File: src/rtl/arith_engine_pkg.sv
// ============================================================================
// Module  : arith_engine_pkg
// Brief   : Opcodes, FSM state encoding and flag bit positions shared by the
//           sequential arithmetic engine and its sub-blocks.
// Revision: 1.0 - initial release
// ============================================================================
`default_nettype none

package arith_engine_pkg;

  localparam logic [2:0] OP_OR   = 3'b000;
  localparam logic [2:0] OP_NAND = 3'b001;
  localparam logic [2:0] OP_NOR  = 3'b010;
  localparam logic [2:0] OP_AND  = 3'b011;
  localparam logic [2:0] OP_ADD  = 3'b100;
  localparam logic [2:0] OP_SUB  = 3'b101;
  localparam logic [2:0] OP_MUL  = 3'b110;
  localparam logic [2:0] OP_ILL  = 3'b111;

  typedef logic [1:0] state_t;
  localparam state_t IDLE = 2'd0;
  localparam state_t MUL  = 2'd1;
  localparam state_t DONE = 2'd2;

  localparam int FLG_N = 3;
  localparam int FLG_Z = 2;
  localparam int FLG_C = 1;
  localparam int FLG_V = 0;

endpackage

`default_nettype wire

File: src/rtl/seq_arith_engine_if.sv
// ============================================================================
// Module  : seq_arith_engine_if
// Brief   : Operand-issue and result-writeback handshakes of the engine.
// Revision: 1.0 - initial release
// ============================================================================
`default_nettype none

interface seq_arith_engine_if #(
  parameter int WIDTH = 8
);
  logic             in_valid;
  logic             in_ready;
  logic [WIDTH-1:0] a;
  logic [WIDTH-1:0] b;
  logic [2:0]       opcode;
  logic             out_valid;
  logic             out_ready;
  logic [WIDTH-1:0] result;
  logic [3:0]       flags;
  logic             op_err;

  modport master (
    output in_valid, a, b, opcode, out_ready,
    input  in_ready, out_valid, result, flags, op_err
  );

  modport slave (
    input  in_valid, a, b, opcode, out_ready,
    output in_ready, out_valid, result, flags, op_err
  );
endinterface

`default_nettype wire

File: src/rtl/arith_mul_iter.sv
// ============================================================================
// Module  : arith_mul_iter
// Brief   : Unsigned shift-add multiplier, one multiplier bit per cycle, LSB
//           first, WIDTH iterations into a 2*WIDTH accumulator.
// Revision: 1.0 - initial release
// ============================================================================
`default_nettype none

module arith_mul_iter #(
  parameter int WIDTH = 8,
  parameter int CNT_W = $clog2(WIDTH + 1)
) (
  input  wire logic                 clk,
  input  wire logic                 rst,
  input  wire logic                 start,
  input  wire logic [WIDTH-1:0]     a,
  input  wire logic [WIDTH-1:0]     b,
  output logic                      busy,
  output logic                      done,
  output logic [2*WIDTH-1:0]        product
);

  logic [2*WIDTH-1:0] r_acc;
  logic [2*WIDTH-1:0] r_mcand;
  logic [WIDTH-1:0]   r_mplier;
  logic [CNT_W-1:0]   r_cnt;
  logic [2*WIDTH-1:0] w_acc_next;

  assign w_acc_next = r_acc + (r_mplier[0] ? r_mcand : '0);

  always_ff @(posedge clk) begin
    if (rst) begin
      r_acc    <= '0;
      r_mcand  <= '0;
      r_mplier <= '0;
      r_cnt    <= '0;
    end else if (start) begin
      r_acc    <= '0;
      r_mcand  <= {{WIDTH{1'b0}}, a};
      r_mplier <= b;
      r_cnt    <= CNT_W'(WIDTH);
    end else if (busy) begin
      r_acc    <= w_acc_next;
      r_mcand  <= r_mcand << 1;
      r_mplier <= r_mplier >> 1;
      r_cnt    <= r_cnt - 1'b1;
    end
  end

  // done flags the final iteration; product is the sum that lands this edge
  assign busy    = (r_cnt != '0);
  assign done    = (r_cnt == CNT_W'(1));
  assign product = w_acc_next;

endmodule

`default_nettype wire

File: src/rtl/seq_arith_engine.sv
// ============================================================================
// Module  : seq_arith_engine
// Brief   : Handshaked arithmetic engine: one-cycle logic/add/sub ALU plus an
//           iterative multiply, registered result with N/Z/C/V flags.
// Revision: 1.0 - initial release
// ============================================================================
`default_nettype none

module seq_arith_engine
  import arith_engine_pkg::*;
#(
  parameter int WIDTH = 8,
  localparam int CNT_W = $clog2(WIDTH + 1)
) (
  input wire logic          clk,
  input wire logic          rst,
  seq_arith_engine_if.slave bus
);

  state_t             r_state;
  logic [WIDTH-1:0]   r_result;
  logic [3:0]         r_flags;
  logic               r_op_err;

  logic               w_accept;
  logic               w_mul_start;
  logic               w_mul_busy;
  logic               w_mul_done;
  logic [2*WIDTH-1:0] w_mul_product;
  logic [WIDTH:0]     w_sum;
  logic [WIDTH:0]     w_diff;
  logic [WIDTH-1:0]   w_alu_res;
  logic               w_alu_c;
  logic               w_alu_v;
  logic               w_alu_err;
  logic [WIDTH-1:0]   w_res_sel;
  logic               w_c_sel;
  logic               w_v_sel;
  logic               w_err_sel;
  logic [3:0]         w_flags_sel;

  assign w_accept    = bus.in_valid && (r_state == IDLE);
  assign w_mul_start = w_accept && (bus.opcode == OP_MUL);

  arith_mul_iter #(
    .WIDTH (WIDTH),
    .CNT_W (CNT_W)
  ) u_mul (
    .clk     (clk),
    .rst     (rst),
    .start   (w_mul_start),
    .a       (bus.a),
    .b       (bus.b),
    .busy    (w_mul_busy),
    .done    (w_mul_done),
    .product (w_mul_product)
  );

  assign w_sum  = {1'b0, bus.a} + {1'b0, bus.b};
  assign w_diff = {1'b0, bus.a} - {1'b0, bus.b};

  always_comb begin
    w_alu_res = '0;
    w_alu_c   = 1'b0;
    w_alu_v   = 1'b0;
    w_alu_err = 1'b0;
    case (bus.opcode)
      OP_OR:   w_alu_res = bus.a | bus.b;
      OP_NAND: w_alu_res = ~(bus.a & bus.b);
      OP_NOR:  w_alu_res = ~(bus.a | bus.b);
      OP_AND:  w_alu_res = bus.a & bus.b;
      OP_ADD: begin
        w_alu_res = w_sum[WIDTH-1:0];
        w_alu_c   = w_sum[WIDTH];
        w_alu_v   = (bus.a[WIDTH-1] == bus.b[WIDTH-1]) &&
                    (w_sum[WIDTH-1] != bus.a[WIDTH-1]);
      end
      OP_SUB: begin
        // the extra top bit of the widened difference is the borrow
        w_alu_res = w_diff[WIDTH-1:0];
        w_alu_c   = w_diff[WIDTH];
        w_alu_v   = (bus.a[WIDTH-1] != bus.b[WIDTH-1]) &&
                    (w_diff[WIDTH-1] != bus.a[WIDTH-1]);
      end
      OP_MUL:  w_alu_res = '0;
      default: w_alu_err = 1'b1;
    endcase
  end

  // one result path feeds the output registers; MUL state selects the multiplier
  always_comb begin
    w_res_sel = w_alu_res;
    w_c_sel   = w_alu_c;
    w_v_sel   = w_alu_v;
    w_err_sel = w_alu_err;
    if (r_state == MUL) begin
      w_res_sel = w_mul_product[WIDTH-1:0];
      w_c_sel   = |w_mul_product[2*WIDTH-1:WIDTH];
      w_v_sel   = 1'b0;
      w_err_sel = 1'b0;
    end
    w_flags_sel        = '0;
    w_flags_sel[FLG_N] = w_res_sel[WIDTH-1];
    w_flags_sel[FLG_Z] = (w_res_sel == '0);
    w_flags_sel[FLG_C] = w_c_sel;
    w_flags_sel[FLG_V] = w_v_sel;
  end

  always_ff @(posedge clk) begin
    if (rst) begin
      r_state  <= IDLE;
      r_result <= '0;
      r_flags  <= '0;
      r_op_err <= 1'b0;
    end else begin
      case (r_state)
        IDLE: begin
          if (w_accept) begin
            if (bus.opcode == OP_MUL) begin
              r_state <= MUL;
            end else begin
              r_state  <= DONE;
              r_result <= w_res_sel;
              r_flags  <= w_flags_sel;
              r_op_err <= w_err_sel;
            end
          end
        end
        MUL: begin
          if (w_mul_busy && w_mul_done) begin
            r_state  <= DONE;
            r_result <= w_res_sel;
            r_flags  <= w_flags_sel;
            r_op_err <= w_err_sel;
          end
        end
        DONE: begin
          if (bus.out_ready) r_state <= IDLE;
        end
        default: r_state <= IDLE;
      endcase
    end
  end

  assign bus.in_ready  = (r_state == IDLE);
  assign bus.out_valid = (r_state == DONE);
  assign bus.result    = r_result;
  assign bus.flags     = r_flags;
  assign bus.op_err    = r_op_err;

endmodule

`default_nettype wire

File: src/flat_wrapper.sv
// flat-port wrapper written by rule: the top's interface ports become plain ports
module seq_arith_engine_flat import arith_engine_pkg::*;
#(
  parameter int WIDTH = 8,
  localparam int CNT_W = $clog2(WIDTH + 1)
)
  (clk, rst, bus_in_valid, bus_a, bus_b, bus_opcode, bus_out_ready, bus_in_ready, bus_out_valid, bus_result, bus_flags, bus_op_err);
  seq_arith_engine_if #(.WIDTH(WIDTH)) bus_i ();
  input wire logic clk;
  input wire logic rst;
  input wire logic [$bits(bus_i.in_valid)-1:0] bus_in_valid;
  input wire logic [$bits(bus_i.a)-1:0] bus_a;
  input wire logic [$bits(bus_i.b)-1:0] bus_b;
  input wire logic [$bits(bus_i.opcode)-1:0] bus_opcode;
  input wire logic [$bits(bus_i.out_ready)-1:0] bus_out_ready;
  output wire logic [$bits(bus_i.in_ready)-1:0] bus_in_ready;
  output wire logic [$bits(bus_i.out_valid)-1:0] bus_out_valid;
  output wire logic [$bits(bus_i.result)-1:0] bus_result;
  output wire logic [$bits(bus_i.flags)-1:0] bus_flags;
  output wire logic [$bits(bus_i.op_err)-1:0] bus_op_err;
  assign bus_i.in_valid = bus_in_valid;
  assign bus_i.a = bus_a;
  assign bus_i.b = bus_b;
  assign bus_i.opcode = bus_opcode;
  assign bus_i.out_ready = bus_out_ready;
  assign bus_in_ready = bus_i.in_ready;
  assign bus_out_valid = bus_i.out_valid;
  assign bus_result = bus_i.result;
  assign bus_flags = bus_i.flags;
  assign bus_op_err = bus_i.op_err;
  seq_arith_engine #(.WIDTH(WIDTH)) u_core (.clk(clk), .rst(rst), .bus(bus_i));
endmodule
File: config.mk
export PLATFORM = sky130hd
export DESIGN_NAME = seq_arith_engine_flat
export DESIGN_NICKNAME = d
export VERILOG_FILES = /design/src/rtl/arith_engine_pkg.sv /design/src/rtl/seq_arith_engine_if.sv /design/src/rtl/arith_mul_iter.sv /design/src/rtl/seq_arith_engine.sv /design/src/flat_wrapper.sv
export SDC_FILE = /design/constraint.sdc
export NUM_CORES = 1
export LEC_CHECK = 0
export CORE_ASPECT_RATIO = 1.5
export CORE_MARGIN = 1
export CORE_UTILIZATION = 60
export CTS_CLUSTER_DIAMETER = 150
export DETAILED_ROUTE_END_ITERATION = 16
export HOLD_SLACK_MARGIN = 0.06
export PLACE_DENSITY = 0.84
export SLEW_MARGIN = 15
export SYNTH_ARGS = -nofsm -noshare
export SYNTH_HDL_FRONTEND = slang
export SYNTH_SLANG_ARGS = --single-unit
File: constraint.sdc
create_clock -name clk -period 6.47 [get_ports clk]
set_input_delay 0.647 -clock clk [delete_from_list [all_inputs] [get_ports clk]]
set_output_delay 0.647 -clock clk [all_outputs]
set_load 0.05 [all_outputs]
==> flow_summary.json <==
{
  "netlist_area_um2": 4370,
  "critPathTopFamily": "AND-OR/OR-AND gates",
  "finalHoldViolCount": 0,
  "yosys-top-cells-area": "dfxtp_1 (27%), ha_1 (12%), nand2_1 (7.2%)",
  "final_common_cell": "nand2_1",
  "dr.max_layer_used": "met4",
  "n_antenna_cell": 0,
  "postSynthSeqShare_pct": 26.6,
  "place_congestion": 0.931,
  "grt_pass1_vias": 4116,
  "sequentialPower_mw": 0.414,
  "inv_count": 30,
  "synthesis.nets": 627,
  "setup.worst_path.end": "u_core.bus.flags[1]",
  "top_usage_layer": "met2",
  "hold_path.class": "reg -> reg",
  "maxPowerGroup": "combinational cells",
  "rsz0062_at_grt": "false",
  "ff_count": 58,
  "clockPowerShare_pct": 32.9,
  "drc": 0,
  "via_count": 4060,
  "crit_chain": "and2_1 > ha_1 > inv_1 > fa_1 > nand2b_1 > a21oi_1 > o41ai_2 > o21bai_1 > a311oi_2 > xnor2_1 > nor4_1 > a31oi_1",
  "fin_crit_ps": 3330,
  "adder_share_pct": 13.7,
  "nClkBuffers": 9,
  "slew_viol_final": 0,
  "cts_tree": "done",
  "most-common-layout-cells": "nand2_1 (84), dfxtp_1 (58), a21oi_1 (51)",
  "regArea_um2": 1160,
  "irDropWorstVdd_uv": 210,
  "reg.largest.list": "u_core.u_mul.r_acc: 16 flops, u_core.u_mul.r_mcand: 16 flops, u_core.u_mul.r_mplier: 8 flops",
  "antenna_left": 0,
  "hold_end": "u_core.bus.result[0]",
  "synthArstFlopShare_pct": 0,
  "switching_share_pct": 37.1,
  "yosys.area_share.simple_pct": 22.2,
  "syn_avg_cell_area_um2": 7.82,
  "core.rowCount": 37,
  "synth_top_cell_by_count": "nand2_1",
  "cts_sinks": 58,
  "ys_area_um2": 4370,
  "pg_comb_mw": 0.418,
  "worstPathArrival_ps": 3560,
  "fmax_mhz": 301,
  "cts-root-buf": "clkbuf_8",
  "tool_warnings": 45,
  "nFillCells": 588,
  "status": "finished clean",
  "comb_area_um2": 2950,
  "firstDrtPassIters": 5,
  "dr_wl_met3_um": 456,
  "grt_max_degree": 39,
  "sh_seq_area_pct": 23.4,
  "clockBufferDepth": 2,
  "power.switching_mw": 0.461,
  "path_class": "reg -> reg",
  "reg2reg_depth": 12,
  "die_x_um": 71.6,
  "combinationalPowerShare_pct": 33.7,
  "cts_buffers": 9,
  "chipArea_um2": 7630,
  "portBuffers": 37,
  "layout-drive-gt1-share_pct": 7.06,
  "max_slew_margin_pct": 27.0,
  "flop_cell": "dfxtp_1",
  "reg2reg_from": "u_core.u_mul.r_mplier[0]",
  "crit_required_ps": 6700,
  "xor_area_share_pct": 5.82,
  "ys_sh_aoi_pct": 23.0,
  "fin_tns_setup_ps": 0,
  "yosys_cells": 558,
  "use_met2_pct": 56.3,
  "wl_met1_mm": 4.20,
  "drv_cap": 0,
  "edf_count": 0,
  "comb_area_share_pct": 59.4,
  "clk_latency_ps": 360,
  "synthCells": 558,
  "topCombFamilyByArea": "AND-OR/OR-AND gates",
  "hold_start": "u_core.bus.result[0]",
  "end_kind": "flop",
  "yosys.area.top_type_share_pct": 26.6,
  "finalCritPeriodShare_pct": 51.4
}
per-stage QoR:
step	cell area, um^2	power (mW)	hold slack (ps)	utilization, %	setup WS (ps)
2_1_floorplan	4370	0.728	432	-	3760
3_3_place_gp	4720	0.823	440	67.9	2940
3_5_place_dp	4720	0.838	450	67.9	2920
4_1_cts	4960	1.24	465	71.4	3190
5_1_grt	4960	1.31	481	71.4	2870
6_report	4960	1.24	460	71.4	3140
worst register-to-register path, stage by stage (launching register included):
cell	delay, ps
dfxtp_1	660
and2_1	210
ha_1	210
inv_1	70
fa_1	400
nand2b_1	200
a21oi_1	290
o41ai_2	130
o21bai_1	300
a311oi_2	160
xnor2_1	160
nor4_1	290
a31oi_1	130
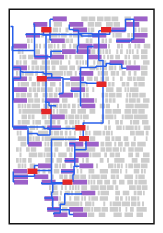
Fig. 1. Routed clock nets over the placement.
Drawn at 2 px/um.
[red] clock-net drivers | count: 9
[blue] clock wires | length: 782 um
[purple] flip-flops | count: 58
routed clock nets: 10
flops lie: widely spread

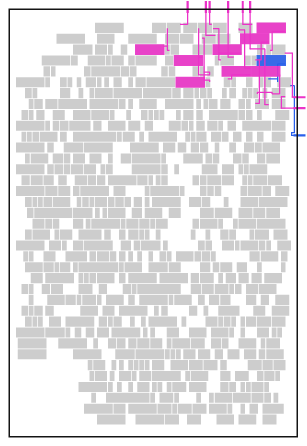
Fig. 2. Nets reached from selected ports.
Drawn at 4 px/um.
[magenta] `bus_result` | bits: 8 | direction: output | edge: 6 north, 2 east | end cells: 8 | buffers: 8 | wire: 195 um
[blue] `bus_op_err` | bits: 1 | direction: output | edge: east | end cells: 1 | buffers: 1 | wire: 23.5 um

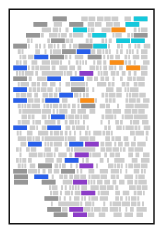
Fig. 3. Register map, names as in the netlist.
Drawn at 2 px/um.
[purple] `u_core.u_mul.r_mplier` | placed flops: 8
[cyan] `u_core.bus.result` | placed flops: 7 | where: north-east
[orange] `u_core.bus.flags` | placed flops: 4 | where: north-east
[blue] `u_core.u_mul.r_acc` | placed flops: 16
not colored: 23

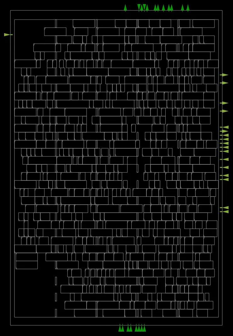
Fig. 4. Placement view.
fin util: 71.4%
Well Taps: 78
core footprint: 6940 um^2

Power figures rest on the tool's default switching activity, not on a simulated workload.
